### Sequential cells colored by netlist name

Scale bar: 100 um. Other sequential cells in the stronger gray, the rest of the logic in the fainter gray.
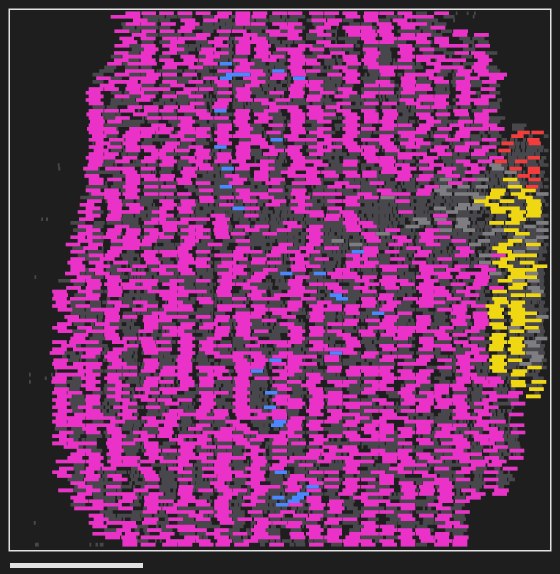
### Congestion heat map

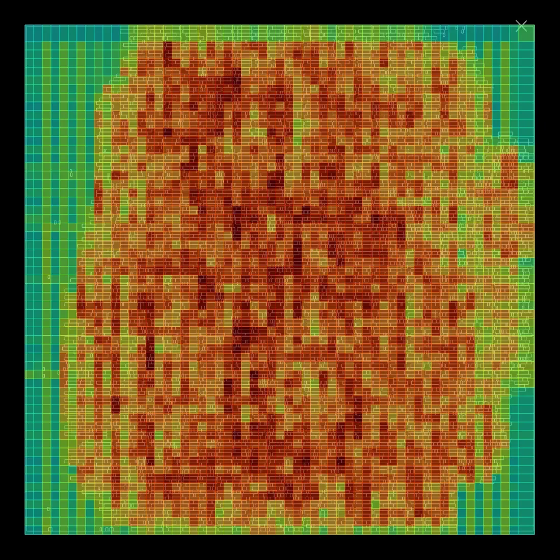
### Layout detail

Scale bar: 10 um. Region (89, 89) to (114, 114) um. Cells in gray, sequential cells in the stronger gray; small squares are vias.
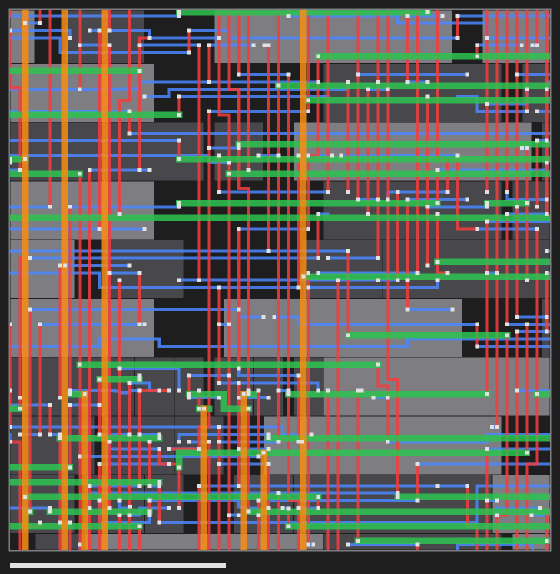
File: config.mk
export PLATFORM = sky130hd
export DESIGN_NAME = udp_rx_frame_ctrl
export DESIGN_NICKNAME = d
export VERILOG_FILES = /design/src/rtl/udp_rx_frame_ctrl.sv
export SDC_FILE = /design/constraint.sdc
export NUM_CORES = 2
export LEC_CHECK = 0
export CORE_UTILIZATION = 63
export CTS_CLUSTER_SIZE = 16
export DETAILED_ROUTE_END_ITERATION = 16
export PLACE_DENSITY = 0.84
export RECOVER_POWER = 25
export SLEW_MARGIN = 20
export SYNTH_ARGS = -nofsm -noshare
export SYNTH_HDL_FRONTEND = slang
export SYNTH_SLANG_ARGS = --single-unit
File: constraint.sdc
create_clock -name sys_clk -period 8 [get_ports sys_clk]
set_clock_uncertainty 0.05 [all_clocks]
set_input_delay 1.2 -clock sys_clk [delete_from_list [all_inputs] [get_ports sys_clk]]
set_output_delay 1.2 -clock sys_clk [all_outputs]
set_load 0.01 [all_outputs]
File: src/rtl/udp_rx_frame_ctrl.sv
// UDP receive frame buffer: commits good frames into a word buffer and streams them out.
// Define RX_DROP_ERR_EN to drop frames that see err_flag while open or at rec_end.
module udp_rx_frame_ctrl #(
  parameter int unsigned DEPTH  = 64,
  parameter int unsigned FRAMES = 4
) (
  input  logic        sys_clk,
  input  logic        sys_rst,
  input  logic        rec_data_en,
  input  logic [31:0] rec_data,
  input  logic        rec_end,
  input  logic [15:0] rec_data_num,
  input  logic        err_flag,
  output logic        m_valid,
  input  logic        m_ready,
  output logic [31:0] m_data,
  output logic        m_last,
  output logic [15:0] m_len,
  output logic [15:0] drop_cnt
);

  localparam int unsigned AW = $clog2(DEPTH);
  localparam int unsigned FW = $clog2(FRAMES);
  localparam int unsigned CW = AW + 1;
  localparam int unsigned DW = CW + 16;

  typedef logic [AW:0] ptr_t;
  typedef logic [FW:0] dptr_t;

  localparam ptr_t  DepthP  = ptr_t'(DEPTH);
  localparam dptr_t FramesP = dptr_t'(FRAMES);
  localparam ptr_t  POne    = ptr_t'(1);
  localparam ptr_t  PTwo    = ptr_t'(2);
  localparam dptr_t DOne    = dptr_t'(1);

  typedef enum logic [1:0] {StIdle, StLoad, StStream} state_e;

  logic [31:0]   buf_mem  [DEPTH];
  logic [DW-1:0] desc_mem [FRAMES];

  // Write side
  ptr_t        wr_ptr_q, commit_ptr_q, wcnt_q;
  logic        bad_q, open_q;
  logic [15:0] drop_cnt_q;
  dptr_t       dq_wr_q;

  // Read side
  state_e      state_q, state_d;
  ptr_t        rd_ptr_q, rem_q;
  dptr_t       dq_rd_q, dq_rel_q;
  logic [31:0] m_data_q;
  logic        m_last_q;
  logic [15:0] m_len_q;

  logic buf_full, desc_full, err_hit, full_hit, do_write;
  logic frame_empty, frame_bad, commit, drop;
  ptr_t wr_next, wcnt_next;

  always_comb begin
    buf_full  = (wr_ptr_q - rd_ptr_q) == DepthP;
    // A descriptor stays counted until its frame has fully streamed out, so
    // the frame currently on the output occupies one of the FRAMES slots.
    desc_full = (dq_wr_q - dq_rel_q) == FramesP;
`ifdef RX_DROP_ERR_EN
    err_hit   = err_flag && (open_q || rec_data_en || rec_end);
`else
    err_hit   = 1'b0;
`endif
    full_hit    = rec_data_en && !bad_q && buf_full;
    do_write    = rec_data_en && !bad_q && !buf_full;
    wr_next     = wr_ptr_q + ptr_t'(do_write);
    wcnt_next   = wcnt_q + ptr_t'(do_write);
    // Empty frames carry no words to stream and are silently ignored.
    frame_empty = (wcnt_next == '0) && !bad_q && !full_hit && !err_hit;
    frame_bad   = bad_q || full_hit || err_hit || desc_full;
    commit      = rec_end && !frame_empty && !frame_bad;
    drop        = rec_end && !frame_empty && frame_bad;
  end

`ifndef RX_DROP_ERR_EN
  logic unused_err;
  assign unused_err = ^{err_flag, open_q};
`endif

  always_ff @(posedge sys_clk or posedge sys_rst) begin
    if (sys_rst) begin
      wr_ptr_q     <= '0;
      commit_ptr_q <= '0;
      wcnt_q       <= '0;
      bad_q        <= 1'b0;
      open_q       <= 1'b0;
      drop_cnt_q   <= '0;
      dq_wr_q      <= '0;
    end else begin
      if (rec_end) begin
        wr_ptr_q <= drop ? commit_ptr_q : wr_next;
        wcnt_q   <= '0;
        bad_q    <= 1'b0;
        open_q   <= 1'b0;
      end else begin
        wr_ptr_q <= wr_next;
        wcnt_q   <= wcnt_next;
        if (full_hit || err_hit) bad_q <= 1'b1;
        if (rec_data_en) open_q <= 1'b1;
      end
      if (commit) begin
        commit_ptr_q <= wr_next;
        dq_wr_q      <= dq_wr_q + DOne;
      end
      if (drop && (drop_cnt_q != 16'hFFFF)) drop_cnt_q <= drop_cnt_q + 16'd1;
    end
  end

  always_ff @(posedge sys_clk) begin
    if (do_write) buf_mem[wr_ptr_q[AW-1:0]] <= rec_data;
    if (commit) desc_mem[dq_wr_q[FW-1:0]] <= {wcnt_next, rec_data_num};
  end

  logic          pop, xfer, last_xfer, pending;
  logic [DW-1:0] desc_head;
  ptr_t          head_words, rd_next;

  assign desc_head  = desc_mem[dq_rd_q[FW-1:0]];
  assign head_words = desc_head[DW-1:16];
  assign rd_next    = rd_ptr_q + POne;
  assign pending    = dq_rd_q != dq_wr_q;

  always_comb begin
    state_d   = state_q;
    pop       = 1'b0;
    xfer      = 1'b0;
    last_xfer = 1'b0;
    unique case (state_q)
      StIdle: begin
        if (pending) state_d = StLoad;
      end
      StLoad: begin
        pop     = 1'b1;
        state_d = StStream;
      end
      StStream: begin
        if (m_ready) begin
          xfer = 1'b1;
          if (m_last_q) begin
            last_xfer = 1'b1;
            state_d   = pending ? StLoad : StIdle;
          end
        end
      end
      default: state_d = StIdle;
    endcase
  end

  always_ff @(posedge sys_clk or posedge sys_rst) begin
    if (sys_rst) begin
      state_q  <= StIdle;
      rd_ptr_q <= '0;
      rem_q    <= '0;
      dq_rd_q  <= '0;
      dq_rel_q <= '0;
      m_data_q <= '0;
      m_last_q <= 1'b0;
      m_len_q  <= '0;
    end else begin
      state_q <= state_d;
      if (pop) begin
        dq_rd_q  <= dq_rd_q + DOne;
        m_len_q  <= desc_head[15:0];
        rem_q    <= head_words;
        m_data_q <= buf_mem[rd_ptr_q[AW-1:0]];
        m_last_q <= head_words == POne;
      end
      if (xfer) begin
        rd_ptr_q <= rd_next;
        if (last_xfer) begin
          m_last_q <= 1'b0;
          dq_rel_q <= dq_rel_q + DOne;
        end else begin
          rem_q    <= rem_q - POne;
          m_data_q <= buf_mem[rd_next[AW-1:0]];
          m_last_q <= rem_q == PTwo;
        end
      end
    end
  end

  assign m_valid  = state_q == StStream;
  assign m_data   = m_data_q;
  assign m_last   = m_last_q;
  assign m_len    = m_len_q;
  assign drop_cnt = drop_cnt_q;

endmodule

==> reports/qor.yml <==
place_congestion: 0.9079
clk-power_mw: 10.2
p_leak_nw: 36.11
switchingPower_mw: 17.49
flop_cell: "edfxtp_1"
inv_count: 22
dpl_cell_area_sq_um: 106900
drtIter0Drc: 12240
top_logic_kind: "multiplexers"
pre_cts_slack_ps: 1536
critPathSlowestCell: "nor2_4"
mi_logic_area_sq_um: 34640
synth.distinct_cells: 67
grt_max_degree: 150
ys_sh_adder_pct: 0.2673
violations: "design-rule violations, max-capacitance violations, max-slew violations"
wl_um: 311000
power_leader: "combinational cells"
finalInstanceArea_sq_um: 113900
htreeDepth: 4
yosys.area_share.xor_xnor_pct: 0.4410
async_flop_share_pct: 4.973
vdd_drop_max_uv: 623.1
cts.hold.buffers_added: 0
top_cell_area_share_pct: 62.40
intPower_mw: 28.33
p_per_area_nw_per_um2: 402.1
edf_count: 2140
most_common_cell: "edfxtp_1"
lay_top_count: "edfxtp_1"
pg_comb_mw: 21.3
cts_buffer_depth: 3
seqPwrFrac_pct: 31.3
drc: 3
cts-root-buf: "clkbuf_16"
grt_pass1_vias: 63410
slew_violations: 1625
design.portCount: 120
dieWidth_um: 406.3
warnings: 61
worstReg2RegStart: "rd_ptr_q[4]$_DFFE_PP0P_"
postCtsSetupBuffers: 0
wl_met2_um: 141300
startpoint: "rd_ptr_q[4]$_DFFE_PP0P_"
clkTransAtPathRegs_ps: 70
final-nonclk-buf-share_pct: 2.156
grt_overflow_total: 0
max_slew_margin_pct: -114.3
grt_setup_unrepaired: "no"
largest_cell_class: "sequential cells"
hp-start: "m_len[12]$_DFFE_PP0P_"
r2r_slack_ps: 1260
hold_violations: 0
clock_area_share_pct: 6.078
ff_count: 2252
setup_violations: 0
nFillCells: 9130
comb_share_pct: 30.41
ctsResizeCount: 0
hold_path.class: "reg2reg"
portBuffers: 118
nets: 5612
synth_area_leader_cell: "edfxtp_1"
max_cap_violations: 25
syn_area_sq_um: 103000
largest_reg_flops: 2048
outcome: "finished with violations"
fin_crit_sh_pct: 84.22
Back to the opening pictures, 'Sequential cells colored by netlist name':
| color | name in the netlist | flops | where |
|---|---|---|---|
| red | drop_cnt | 16 | north-east |
| yellow | desc_mem | 92 | east |
| magenta | buf_mem | 2048 | widely spread |
| blue | m_data | 32 | a column down the middle |
not colored: 64
flop share of the area: 58.87%
Flop+latch power: 14.3 mW
utilization after layout: 70.08%

Back to the opening pictures, 'Congestion heat map':
GR Util met1: 48.37%
gr busiest metal: met2
Total Routing Usage GR: 38.07%
WL per Instance: 39.38 um

Back to the opening pictures, 'Layout detail':
| color | layer |
|---|---|
| blue | met1 |
| orange | met4 |
| red | met2 |
| green | met3 |
netlist names of flops here include: buf_mem (8)
sequential cells in the window: 8
cells with their middle in the window: 30
most frequent: edfxtp_1 (8), mux4_2 (4)

Power and IR drop assume default switching activity.
